Figure 1. Ports around the boundary.
Scale bar: 20 um. Pins as bars across the die edge, other pins in grey.
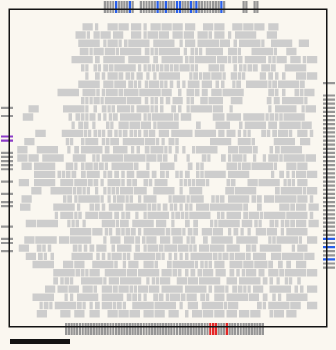
Figure 2. Gate families picked out.
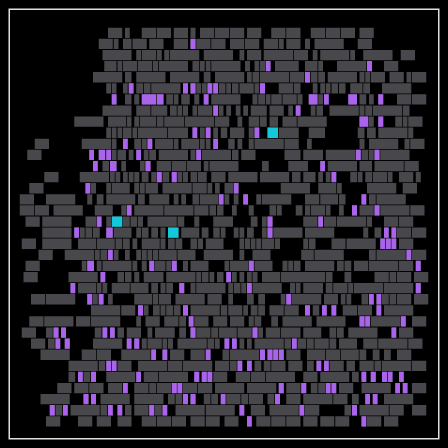
Design ref_blk_cl_walker, sky130hd; sources not shown.
==> run notes <==
flow finished, numbers: FF-to-FF path depth 16, quantity of gates resized following cts 0, Crit. path cell count 4, status completed, count of hold buffers inserted by post-cts repair 0, # setup viols final 0, post-detailed-route count of antenna-violating nets 0, fraction of synthesized area in multiplexers 0.205%, PnR worst setup slack between 1.5 and 2 ns, violation count after the first detailed-route iteration 239, Worst Path Buf+Inv 2, Fmax 162 MHz, Synth Area in Adders 8.25%, Register Area 2200 sq um, number of clock sinks 110, cell type of the slowest stage on the worst timing path sky130_fd_sc_hd__clkdlybuf4s50_1, relative area of clock buffers and inverters in the final design 3.08%, pin count of the biggest net entering global routing 19, tightest slew margin relative to the limit 58.6%, routed len/inst 14.7 um, global-route wire length before repair 23200 um, routability congestion estimate from global placement 0.921, library cells used by synthesis 32, Row Count 36, most instantiated logic cells after routing sky130_fd_sc_hd__clkdlybuf4s50_1, sky130_fd_sc_hd__nor2_1, sky130_fd_sc_hd__dfxtp_1, sky130_fd_sc_hd__inv_1, sky130_fd_sc_hd__nand2_1, Pleak 3.08 nW, most frequent cell on the critical path sky130_fd_sc_hd__clkdlybuf4s50_1, DRT Wirelength approximately 14000 um, total standard cell area after synthesis 4880 sq um, max-capacitance violation count 0, Min Clock Period, post-route 6.16 ns, final tally of max-slew violations 0
Notes on Figure 1 above:
rf_blk_hgt_in -> red  # pins 4, direction input, edge bottom
start_x_out -> blue  # pins 12, direction output, edge 9 top, 3 right
delta_x -> purple  # pins 2, direction output, edge left
all pins by edge = 72 bottom, 46 top, 44 right, 17 left
port buffer count: 177
die span in y: 105 um
die span in x: 105 um

Notes on Figure 2 above:
nor cells -> purple  # cells 155, where widely spread
non-inverting ao/oa cells -> cyan  # cells 3
most frequent logic cell in the layout: sky130_fd_sc_hd__clkdlybuf4s50_1
Finished Layout Cells: 982
combinational fraction of the cell area: 31.0%

==> per-stage QoR <==
stage	util, %	cell area (sq um)
floorplan	-	4880
global placement	69.5	6820
detailed placement	69.5	6820
CTS	71.7	7040
global route	71.7	7040
finish	71.7	7040
==> layer usage <==
metal  GRT usage (%)  part of all wire (%)  wire, um
met1            32.3                    43      6210
met4            11.4                   3.2       467
met3            3.62                   4.8       695
met2            45.6                    49      7080
met5               0                     0         0
==> logic make-up (layout without fill, tap and decap cells) <==
group	Yosys count	in the layout
mux	1	1
compound gates	122	122
flops	110	110
fa+ha+maj	31	31
simple gates	272	272
buf+inv	120	313
==> power breakdown <==
part | switching, mW | internal [mW]
clock | 0.194 | 0.165
sequential | 0.0216 | 0.593
combinational | 0.205 | 0.163
Power and IR drop assume default switching activity.
